### src/rtl/e_mdu_iter.sv
// Iterative multiply/divide unit owning HI/LO: one shift-add or restoring-divide
// step per cycle, with multiply-accumulate/subtract and cancel on exception flush.
module e_mdu_iter #(
  parameter int WIDTH = 32,
  parameter int OP_W  = 4
) (
  input  logic             clk,
  input  logic             reset_n,
  input  logic [OP_W-1:0]  mdu_op,
  input  logic [WIDTH-1:0] d1,
  input  logic [WIDTH-1:0] d2,
  input  logic             start,
  input  logic             cancel,
  output logic             busy,
  output logic [WIDTH-1:0] hi,
  output logic [WIDTH-1:0] lo
);

  localparam int CW = $clog2(WIDTH);

  localparam logic [1:0] S_IDLE = 2'd0;
  localparam logic [1:0] S_CALC = 2'd1;
  localparam logic [1:0] S_FIX  = 2'd2;

  localparam logic [OP_W-1:0] OP_MULT  = OP_W'(1);
  localparam logic [OP_W-1:0] OP_MULTU = OP_W'(2);
  localparam logic [OP_W-1:0] OP_DIV   = OP_W'(3);
  localparam logic [OP_W-1:0] OP_DIVU  = OP_W'(4);
  localparam logic [OP_W-1:0] OP_MTHI  = OP_W'(5);
  localparam logic [OP_W-1:0] OP_MTLO  = OP_W'(6);
  localparam logic [OP_W-1:0] OP_MADD  = OP_W'(7);
  localparam logic [OP_W-1:0] OP_MADDU = OP_W'(8);
  localparam logic [OP_W-1:0] OP_MSUB  = OP_W'(9);
  localparam logic [OP_W-1:0] OP_MSUBU = OP_W'(10);

  logic [1:0]         state;
  logic [CW-1:0]      cnt;
  logic [WIDTH-1:0]   opnd;
  logic [WIDTH-1:0]   d1_raw;
  logic [2*WIDTH-1:0] acc;
  logic [2*WIDTH-1:0] prod;
  logic               is_div, acc_sub, neg_q, neg_r, div0;

  // Launch-time decode
  logic               op_arith, op_signed, op_div, op_acc, op_sub;
  logic               a_neg, b_neg;
  logic [WIDTH-1:0]   mag_a, mag_b;

  always_comb begin
    op_arith  = 1'b0;
    op_signed = 1'b0;
    op_div    = 1'b0;
    op_acc    = 1'b0;
    op_sub    = 1'b0;
    case (mdu_op)
      OP_MULT:  begin op_arith = 1'b1; op_signed = 1'b1; end
      OP_MULTU: op_arith = 1'b1;
      OP_DIV:   begin op_arith = 1'b1; op_signed = 1'b1; op_div = 1'b1; end
      OP_DIVU:  begin op_arith = 1'b1; op_div = 1'b1; end
      OP_MADD:  begin op_arith = 1'b1; op_signed = 1'b1; op_acc = 1'b1; end
      OP_MADDU: begin op_arith = 1'b1; op_acc = 1'b1; end
      OP_MSUB:  begin op_arith = 1'b1; op_signed = 1'b1; op_acc = 1'b1; op_sub = 1'b1; end
      OP_MSUBU: begin op_arith = 1'b1; op_acc = 1'b1; op_sub = 1'b1; end
      default:  ;
    endcase
    a_neg = op_signed & d1[WIDTH-1];
    b_neg = op_signed & d2[WIDTH-1];
    mag_a = a_neg ? -d1 : d1;
    mag_b = b_neg ? -d2 : d2;
  end

  // Shared product/remainder register: multiply shifts right accumulating into the
  // upper half; divide shifts left with the remainder in the upper half.
  logic [WIDTH:0]     mul_sum, rem_sh, diff;
  logic [2*WIDTH-1:0] prod_next;

  always_comb begin
    mul_sum = {1'b0, prod[2*WIDTH-1:WIDTH]} + {1'b0, (prod[0] ? opnd : '0)};
    rem_sh  = {prod[2*WIDTH-1:WIDTH], prod[WIDTH-1]};
    diff    = rem_sh - {1'b0, opnd};
    if (!is_div)
      prod_next = {mul_sum, prod[WIDTH-1:1]};
    else if (diff[WIDTH])
      prod_next = {rem_sh[WIDTH-1:0], prod[WIDTH-2:0], 1'b0};
    else
      prod_next = {diff[WIDTH-1:0], prod[WIDTH-2:0], 1'b1};
  end

  logic [2*WIDTH-1:0] sprod, mul_res, div_res;
  logic [WIDTH-1:0]   quo, rem;

  always_comb begin
    sprod   = neg_q ? -prod : prod;
    mul_res = acc_sub ? (acc - sprod) : (acc + sprod);
    quo     = neg_q ? -prod[WIDTH-1:0] : prod[WIDTH-1:0];
    rem     = neg_r ? -prod[2*WIDTH-1:WIDTH] : prod[2*WIDTH-1:WIDTH];
    div_res = div0 ? {d1_raw, {WIDTH{1'b1}}} : {rem, quo};
  end

  always_ff @(posedge clk) begin
    if (!reset_n) begin
      state   <= S_IDLE;
      cnt     <= '0;
      opnd    <= '0;
      d1_raw  <= '0;
      acc     <= '0;
      prod    <= '0;
      is_div  <= 1'b0;
      acc_sub <= 1'b0;
      neg_q   <= 1'b0;
      neg_r   <= 1'b0;
      div0    <= 1'b0;
      hi      <= '0;
      lo      <= '0;
    end else begin
      case (state)
        S_IDLE: begin
          if (start && !cancel && op_arith) begin
            state   <= S_CALC;
            cnt     <= CW'(WIDTH-1);
            opnd    <= op_div ? mag_b : mag_a;
            prod    <= {{WIDTH{1'b0}}, (op_div ? mag_a : mag_b)};
            d1_raw  <= d1;
            acc     <= op_acc ? {hi, lo} : '0;
            is_div  <= op_div;
            acc_sub <= op_sub;
            neg_q   <= a_neg ^ b_neg;
            neg_r   <= a_neg;
            div0    <= op_div && (d2 == '0);
          end else if (!start && !cancel) begin
            if (mdu_op == OP_MTHI) hi <= d1;
            if (mdu_op == OP_MTLO) lo <= d1;
          end
        end
        S_CALC: begin
          if (cancel) begin
            state <= S_IDLE;
          end else begin
            prod <= prod_next;
            if (cnt == '0) state <= S_FIX;
            else           cnt   <= cnt - 1'b1;
          end
        end
        S_FIX: begin
          state <= S_IDLE;
          if (!cancel) {hi, lo} <= is_div ? div_res : mul_res;
        end
        default: state <= S_IDLE;
      endcase
    end
  end

  assign busy = (state != S_IDLE);

endmodule

### config.mk
export PLATFORM = sky130hd
export DESIGN_NAME = e_mdu_iter
export DESIGN_NICKNAME = d
export VERILOG_FILES = /design/src/rtl/e_mdu_iter.sv
export SDC_FILE = /design/constraint.sdc
export NUM_CORES = 1
export LEC_CHECK = 0
export CAP_MARGIN = 20
export CORE_UTILIZATION = 45
export CTS_CLUSTER_SIZE = 16
export DETAILED_ROUTE_END_ITERATION = 10
export GPL_TIMING_DRIVEN = 1
export SLEW_MARGIN = 25
export SYNTH_ARGS = -nofsm -noshare
export SYNTH_HDL_FRONTEND = slang
export SYNTH_SLANG_ARGS = --single-unit
### constraint.sdc
create_clock -name clk -period 19.28 [get_ports clk]
set_input_delay 3.856 -clock clk [delete_from_list [all_inputs] [get_ports clk]]
set_output_delay 3.856 -clock clk [all_outputs]
set_load 0.005 [all_outputs]
Figure 1. Nets reached from selected ports.
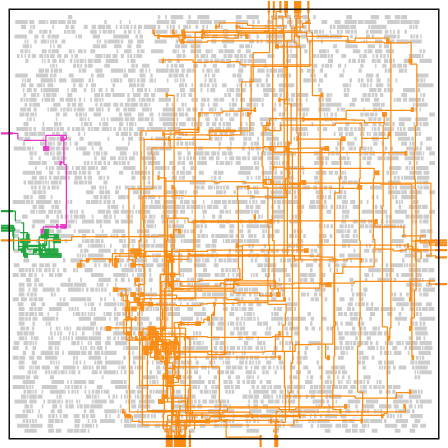
[mdu_op] green | bits: 4 | direction: input | end cells: 18 | buffers: 4 | wire: 246 microns
[d1] orange | bits: 32 | direction: input | end cells: 159 | buffers: 47 | wire: 10100 microns
[cancel] magenta | bits: 1 | direction: input | end cells: 6 | buffers: 1 | wire: 114 microns
number of I/O pins: 137
count of buffers inserted at the top-level ports: 136

==> reports/summary.log <==
[yosys] post-synthesis adder-cell area fraction 6.86%
[grt] GR met2 Demand/Resource 52.4%
[yosys] cell with the most instances after synthesis sky130_fd_sc_hd__nand2_1
[sta] # setup viols final 0
[worst_setup_path] endpoint kind of the worst setup timing path flip-flop
[die] Total Die Area 57200 sq um
[grt] gr busiest metal met1
[outcome] result of the run complete, no violations
[worst_setup_path] reg-to-reg endpoint hi[29]$_SDFFE_PN0P_
[grt] global-route wire length before repair 159000 microns
[yosys] xor and xnor fraction of the mapped netlist area 11.3%
[grt] largest net degree at the start of global routing 86
[route] total number of vias 27300
[grt] vias in the first global route 24800
[sta] Sum Neg Setup Slack 0 ns
[layout] final net count 3727
[yosys] post-synthesis average cell area 7.07 sq um
[sta] highest clock rate 120 MHz
[sta] pins over their slew limit 0
[clocking] maximum count of clock buffers along a single path 3
[sta] final period demand of the worst path 8.31 ns
Figure 2. Clock wires, drivers and flops.
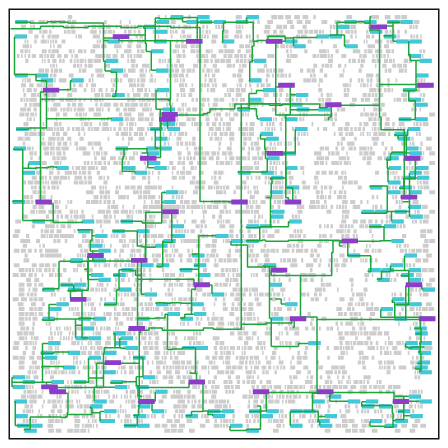
[clock wires] green | length: 4830 microns
[flip-flops] cyan | count: 268
[clock-net drivers] purple | count: 36
flops lie: widely spread
worst clock skew: 0.0198 ns
Power Clock: 0.710 mW
insertion delay to the later sink of the worst-skew pair: 0.59 ns
power share of the clock group: 37.7%

flip-flops by register name (all words and copies together) (netlist names):
| register | count |
|---|---|
| d1_raw | 32 |
| neg_q | 1 |
| acc | 64 |
| prod | 64 |
| cnt | 5 |
| acc_sub | 1 |
| state | 2 |
| opnd | 32 |
| is_div | 1 |
| neg_r | 1 |
| div0 | 1 |
| hi | 32 |
| lo | 32 |
worst register-to-register path, delay by kind of cell (launching register included):
family / cells / cell delay (ns)
fa+ha+maj: 2 / 0.86
simple gates: 4 / 1.52
xor+xnor: 2 / 0.34
buf+inv: 3 / 0.57
flops: 1 / 0.43
compound gates: 12 / 4.50
layer usage:
layer	vias to the layer above	part of all wire, %
met5	-	0.025
met4	4	4.9
met3	212	9.2
met2	1303	40
met1	13000	46
li1	12800	-
report_power, final:
part	internal [mW]	total (mW)	switching [mW]	leakage [nW]
Sequential	0.567	0.591	0.0237	2.17
Combinational	0.204	0.582	0.378	7.71
Clock	0.412	0.710	0.298	0.588
cells by family after synthesis:
family                   Yosys count
AND/OR/NAND/NOR                 1243
adder cells (fa/ha/maj)          137
XOR/XNOR                         327
AND-OR/OR-AND                   1131
multiplexers                      79
buffers and inverters            399
flip-flops                       268
how the worst max path moves through the flow:
stage                                     from  cells past startpoint  slack [ns]                    end
after detailed placement  prod[0]$_SDFFE_PN0P_                     24       11.20    hi[29]$_SDFFE_PN0P_
after global placement    prod[0]$_SDFFE_PN0P_                     24       11.26    hi[29]$_SDFFE_PN0P_
after CTS                 prod[0]$_SDFFE_PN0P_                     24       11.14    hi[29]$_SDFFE_PN0P_
after global routing      prod[0]$_SDFFE_PN0P_                     24       10.44    hi[29]$_SDFFE_PN0P_
final                     prod[0]$_SDFFE_PN0P_                     23       10.97    hi[29]$_SDFFE_PN0P_
after floorplan                          d1[2]                     12       12.48  prod[23]$_SDFFE_PN0P_
per-stage QoR:
stage          cells  power, mW  utilization (%)  setup WS (ns)
6_report        4295       1.88             51.0          10.97
5_1_grt         4293       1.95             51.0          10.44
4_1_cts         4292       1.87             51.0          11.14
3_5_place_dp    4227       1.16             48.8          11.20
3_3_place_gp    4227       1.16             48.8          11.26
2_1_floorplan   3584      0.993                -          12.48
area by class of cell:
cell class	instances	area [sq um]
antenna	2	5.00
clock buffer	50	1010
clock inverter	15	193
fill	5560	27100
inverter	106	403
multi-input combinational	2917	18500
sequential	268	5370
tap	748	936
timing repair buffer	189	1770
No activity file was given, so power comes from the tool's default toggle rates.
